File: config.mk
export PLATFORM = sky130hd
export DESIGN_NAME = uart_rx_fifo
export DESIGN_NICKNAME = d
export VERILOG_FILES = /design/src/rtl/uart_pkg.sv /design/src/rtl/uart_idle_timer.sv /design/src/rtl/uart_rx_fifo.sv
export SDC_FILE = /design/constraint.sdc
export NUM_CORES = 1
export LEC_CHECK = 0
export CAP_MARGIN = 10
export CORE_ASPECT_RATIO = 0.75
export CORE_MARGIN = 2
export CORE_UTILIZATION = 45
export DETAILED_ROUTE_END_ITERATION = 7
export SLEW_MARGIN = 30
export SYNTH_ARGS = -nofsm -noshare
export SYNTH_HDL_FRONTEND = slang
export SYNTH_SLANG_ARGS = --single-unit
File: constraint.sdc
create_clock -name clk -period 6.1 [get_ports clk]
set_input_delay 0.915 -clock clk [delete_from_list [all_inputs] [get_ports clk]]
set_output_delay 0.915 -clock clk [all_outputs]
set_load 0.01 [all_outputs]
File: src/rtl/uart_pkg.sv
// Shared UART definitions: byte type, idle-timer width and the stop-bit
// encoding used by the receiver configuration.
package uart_pkg;

  typedef logic [7:0] uart_byte_t;

  localparam int UART_TIMEOUT_W = 16;

  typedef enum logic [1:0] {
    UART_STOP_1   = 2'd0,
    UART_STOP_1P5 = 2'd1,
    UART_STOP_2   = 2'd2
  } uart_stopbits_e;

endpackage

File: src/rtl/uart_idle_timer.sv
// Line-idle timer. A kick clears the counter and arms it. While armed, the
// counter advances once per cycle. When it reaches the timeout, one
// idle_pulse is emitted and the timer disarms until the next kick.
// A zero timeout keeps the timer cleared and disarmed.
module uart_idle_timer
  import uart_pkg::*;
(
  input  logic                      clk,
  input  logic                      rst,
  input  logic                      kick,
  input  logic [UART_TIMEOUT_W-1:0] timeout,
  output logic                      idle_pulse
);

  logic [UART_TIMEOUT_W-1:0] cnt_q, cnt_d;
  logic [UART_TIMEOUT_W-1:0] cnt_inc;
  logic                      armed_q, armed_d;
  logic                      pulse_q, pulse_d;

  // Next-state logic: clear/arm on kick, count while armed, fire and disarm on match.
  always_comb begin
    cnt_d   = cnt_q;
    armed_d = armed_q;
    pulse_d = 1'b0;
    cnt_inc = cnt_q + {{(UART_TIMEOUT_W-1){1'b0}}, 1'b1};
    if (timeout == {UART_TIMEOUT_W{1'b0}}) begin
      cnt_d   = {UART_TIMEOUT_W{1'b0}};
      armed_d = 1'b0;
    end else if (kick) begin
      cnt_d   = {UART_TIMEOUT_W{1'b0}};
      armed_d = 1'b1;
    end else if (armed_q) begin
      cnt_d = cnt_inc;
      // Matching on the incremented value registers the pulse so it
      // appears timeout+1 cycles after the kick cycle.
      if (cnt_inc == timeout) begin
        pulse_d = 1'b1;
        armed_d = 1'b0;
      end else begin
        pulse_d = 1'b0;
      end
    end else begin
      cnt_d = cnt_q;
    end
  end

  // Timer state registers, cleared asynchronously.
  always_ff @(posedge clk or negedge rst) begin
    if (!rst) begin
      cnt_q   <= {UART_TIMEOUT_W{1'b0}};
      armed_q <= 1'b0;
      pulse_q <= 1'b0;
    end else begin
      cnt_q   <= cnt_d;
      armed_q <= armed_d;
      pulse_q <= pulse_d;
    end
  end

  assign idle_pulse = pulse_q;

endmodule

File: src/rtl/uart_rx_fifo.sv
// UART receive buffer: captures one byte per rising edge of the receiver's
// data_ready strobe into a first-word-fall-through FIFO, exposes it on a
// valid/ready handshake, flags dropped bytes and marks idle-line gaps.
// rst must be deasserted synchronously to clk by the surrounding system.
module uart_rx_fifo
  import uart_pkg::*;
#(
  parameter int DEPTH = 16
) (
  input  logic                      clk,
  input  logic                      rst,
  input  logic [7:0]                rx_data,
  input  logic                      rx_strobe,
  input  logic [UART_TIMEOUT_W-1:0] idle_timeout,
  input  logic                      clear_overflow,
  output logic [7:0]                out_data,
  output logic                      out_valid,
  input  logic                      out_ready,
  output logic [$clog2(DEPTH):0]    count,
  output logic                      full,
  output logic                      overflow,
  output logic                      line_idle
);

  localparam int              PW      = $clog2(DEPTH) + 1;
  localparam logic [PW-1:0]   PTR_ONE = PW'(1);
  localparam logic [PW-1:0]   CNT_MAX = PW'(DEPTH);

  uart_byte_t    mem_q [DEPTH];
  uart_byte_t    mem_d [DEPTH];
  logic [PW-1:0] wr_ptr_q, wr_ptr_d;
  logic [PW-1:0] rd_ptr_q, rd_ptr_d;
  logic          strobe_q, strobe_d;
  logic          ovf_q, ovf_d;

  logic          wr_evt;
  logic          rd_evt;
  logic          wr_acc;
  logic          drop;

  // Occupancy comes from the pointer difference; the extra MSB separates full from empty.
  assign count     = wr_ptr_q - rd_ptr_q;
  assign full      = (count == CNT_MAX);
  assign out_valid = (count != {PW{1'b0}});
  assign out_data  = out_valid ? mem_q[rd_ptr_q[PW-2:0]] : 8'h00;
  assign overflow  = ovf_q;

  // A held strobe counts once; a write while full is kept only if a read frees a slot.
  assign wr_evt = rx_strobe & ~strobe_q;
  assign rd_evt = out_valid & out_ready;
  assign wr_acc = wr_evt & (~full | rd_evt);
  assign drop   = wr_evt & full & ~rd_evt;

  // Next-state logic for storage, pointers, strobe history and sticky overflow.
  always_comb begin
    strobe_d = rx_strobe;
    mem_d    = mem_q;
    wr_ptr_d = wr_ptr_q;
    rd_ptr_d = rd_ptr_q;
    ovf_d    = ovf_q;
    if (wr_acc) begin
      mem_d[wr_ptr_q[PW-2:0]] = rx_data;
      wr_ptr_d                = wr_ptr_q + PTR_ONE;
    end else begin
      wr_ptr_d = wr_ptr_q;
    end
    if (rd_evt) begin
      rd_ptr_d = rd_ptr_q + PTR_ONE;
    end else begin
      rd_ptr_d = rd_ptr_q;
    end
    // A new drop outranks a clear in the same cycle.
    if (drop) begin
      ovf_d = 1'b1;
    end else if (clear_overflow) begin
      ovf_d = 1'b0;
    end else begin
      ovf_d = ovf_q;
    end
  end

  // FIFO state registers, cleared asynchronously so a reset discards everything at once.
  always_ff @(posedge clk or negedge rst) begin
    if (!rst) begin
      mem_q    <= '{default: 8'h00};
      wr_ptr_q <= {PW{1'b0}};
      rd_ptr_q <= {PW{1'b0}};
      strobe_q <= 1'b0;
      ovf_q    <= 1'b0;
    end else begin
      mem_q    <= mem_d;
      wr_ptr_q <= wr_ptr_d;
      rd_ptr_q <= rd_ptr_d;
      strobe_q <= strobe_d;
      ovf_q    <= ovf_d;
    end
  end

  // Every write edge, including dropped ones, restarts the idle timer.
  uart_idle_timer u_idle_timer (
    .clk        (clk),
    .rst        (rst),
    .kick       (wr_evt),
    .timeout    (idle_timeout),
    .idle_pulse (line_idle)
  );

endmodule
run_1/drive_strength.png
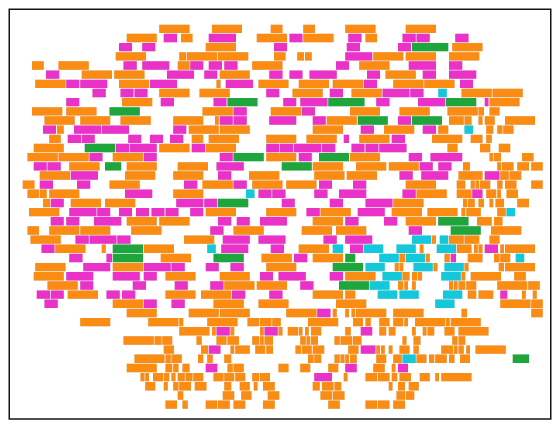
Key: green = drive 6 and up [cells 22, share 3.4%, most used clkbuf_16]; orange = drive 1 or less [cells 413, share 64%, most used dfrtp_1]; cyan = drive 3 to 4 [cells 25, share 3.9%, most used nor3_4]; magenta = drive 2 [cells 187, share 29%, most used mux2_2]

run_1/gate_families.png
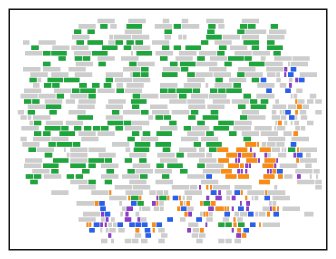
Key: green = multiplexers [cells 176]; blue = XOR/XNOR gates [cells 38]; orange = NOR gates [cells 64]; purple = NAND gates [cells 49]

==> Slide: Implementation Results, run 1 <==
Flow Results at a Glance

GRT
  – Met2 Use GR: 0.311
  – First-pass GRT wire length: 30.7 mm
  – Initial antenna violation count: 0

Power and ir drop
  – Clock Power Share: 0.221
  – Comb. pwr: ~1.9 mW
  – Total power: 4.63 mW
  – Reg power frac: 0.379
  – Pwr/cell area: 491 nW/um^2
  – Sequential power: 1.75 mW
  – Clk pwr: 1.02 mW
  – Peak VDD IR: 0.000323 V
  – Pleak: just under 4 nW

Final layout
  – Logic cell area: 4060 um^2
  – Layout clock area frac: 0.0600
  – Final instance area: 9430 um^2
  – Nets: 675
  – Leading cell kind: multi-input combinational cells
  – Seq_cells: 158
  – Max FFs per register: about 130
  – Top cell excl fill/tap: dfrtp_1

Status
  – Status: completed

Worst setup path
  – Setup crit start: rd_ptr_q[0]
  – Cell family contributing the most delay on the critical path: flip-flops
  – Worst Path Max Fanout: 22
  – Crit path capture: out_data[3]
  – Reg2Reg Launch Point: rd_ptr_q[0]
  – Worst Path Required: between 5000 and 6000 ps
  – R2R cell count: 10

Final timing
  – RSZ-0062 raised after global routing: no
  – Final Slew Violations: 0
  – Post-layout period usage: 0.734
  – Fin crit period: 4480 ps

Synthesis
  – Mux area share: 0.294
  – Count leader, synth: dfrtp_1
  – Number of distinct library cells after synthesis: just over 60
  – Area share of fa/ha/maj cells after synthesis: 0.0176
  – Ys flops: 158
  – Floorplan net count: ~640

Floorplanning
  – Number of I/O pins: 46
  – Core area: 17800 um^2
  – Number of core rows: 42
  – Die width: 160 um

CTS
  – CTS sink cnt: roughly 160
  – Inserted Clock Buffers: 17
  – TritonCTS clock tree: built
  – Worst skew pair latency: 420 ps

Drt
  – Antenna Nets Post-Route: 0
  – Met3 wire len: 1.11 mm

Hold path
  – Hold Crit Depth: 1

Placement
  – Placed inst area: 8860 um^2
run_1/cell_classes.png
The bar under the picture is 50 um long. Fill, decap, tap and diode cells in grey.
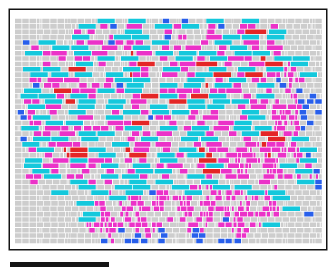
Key: blue = other buffers and delay cells [cells 49, share of their area 5.3%]; red = clock drivers and dummy loads [cells 31, share of their area 6.2%]; magenta = all other logic [cells 409, share of their area 45%]; cyan = flip-flops [cells 158, share of their area 43%]

run_1/met2.png
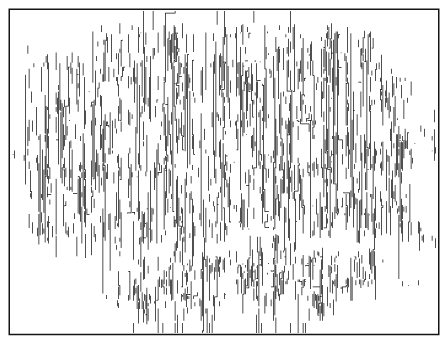
The wires run mostly vertical. 614 nets have wire on it. The layer carries 8440 um of wire.

run_1/final_clocks.png
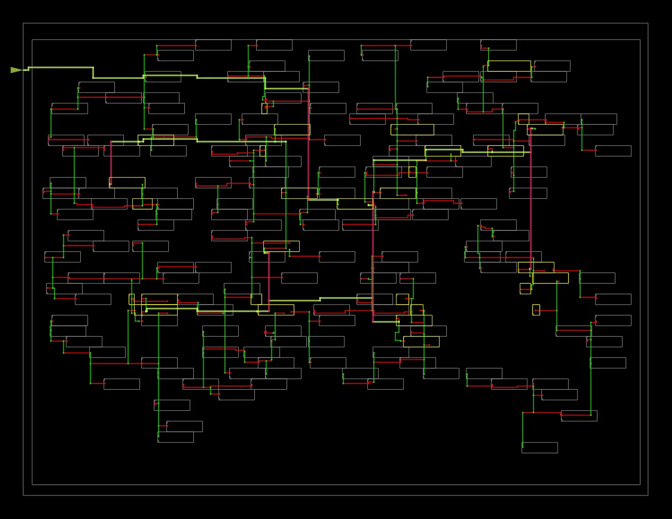

==> inputs of run 2 (changes only) <==
clock period = 4.3 ns   (was 6.1 ns; I/O delays follow)
run_2/final_clocks.png
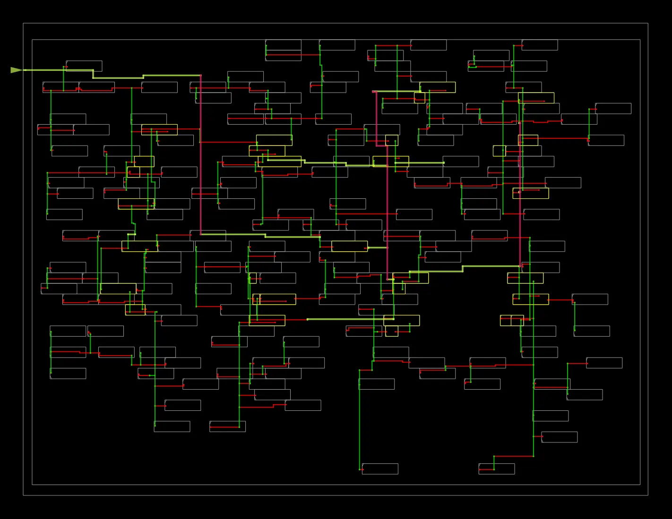
CTS sink cnt: 158
clk_buf instances: 20
worst skew pair latency: 420 ps
Clock Skew: 10.1 ps
Inserted Clock Buffers: 17

run_2/gate_families.png
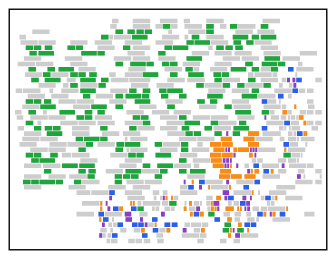
Key: orange = NOR gates [cells 64]; blue = XOR/XNOR gates [cells 38]; green = multiplexers [cells 176]; purple = NAND gates [cells 49]
logic share of the area: 0.427
Final Instance Count excl. Fillers: 894

==> Slide: Implementation Results, run 2 <==
Flow Results at a Glance

Final timing
  – Post-layout period usage: 0.930
  – Final Slew Violations: 0 (unchanged)
  – Fin crit period: between 3000 and 4000 ps
  – Worst-Margin Slew: 912 ps

Worst setup path
  – Setup crit start: wr_ptr_q[0]
  – Worst Path Max Fanout: 6 (-73%)
  – Crit path capture: out_data[3]
  – Cell family contributing the most delay on the critical path: buffers and inverters
  – CP Capture Type: primary output
  – Worst Path Required: 3650 ps (-1530 ps)
  – Startpoint types: flip-flop
  – R2R cell count: 12 (+2)

Power and ir drop
  – Peak VDD IR: 0.000426 V (+32%)
  – Total power: 6.59 mW (+42%)
  – Clock Power Share: 0.221 (about the same)
  – Comb. pwr: 2.74 mW (+47%)
  – Reg power frac: 0.364 (-0.015)
  – Pleak: 3.97 nW (+1.2%)
  – Clk pwr: 1.46 mW (+43%)
  – Pwr/cell area: 694 nW/um^2 (+41%)
  – Sequential power: 2.40 mW (+37%)

GRT
  – Met3 Use GR: 0.0383
  – GRT busiest layer: met2
  – Met2 Use GR: 0.320 (+0.00893)
  – Met1 Resource Use GR: 0.312
  – First-pass GRT wire length: 30.5 mm (-0.74%)
  – Initial antenna violation count: 0 (unchanged)

Final layout
  – Seq_cells: 158 (unchanged)
  – ANT cells: 0
  – Logic cell area: 4060 um^2 (unchanged)
  – Top cell excl fill/tap: dfrtp_1
  – Final instance area: 9510 um^2 (+0.85%)
  – Nets: 680 (+0.74%)

Synthesis
  – Ys flops: 158 (unchanged)
  – Area share of fa/ha/maj cells after synthesis: 0.0176 (unchanged)
  – Mux area share: 0.294 (unchanged)
  – Number of distinct library cells after synthesis: 61 (unchanged)
  – Count leader, synth: dfrtp_1

Floorplanning
  – Number of core rows: 42 (unchanged)
  – Die width: 160 um (unchanged)
  – Number of I/O pins: 46 (unchanged)

Drt
  – Met3 wire len: 1.13 mm (+2.0%)

Status
  – Status: completed

CTS
  – TritonCTS clock tree: built
Power figures rest on the tool's default switching activity, not on a simulated workload.
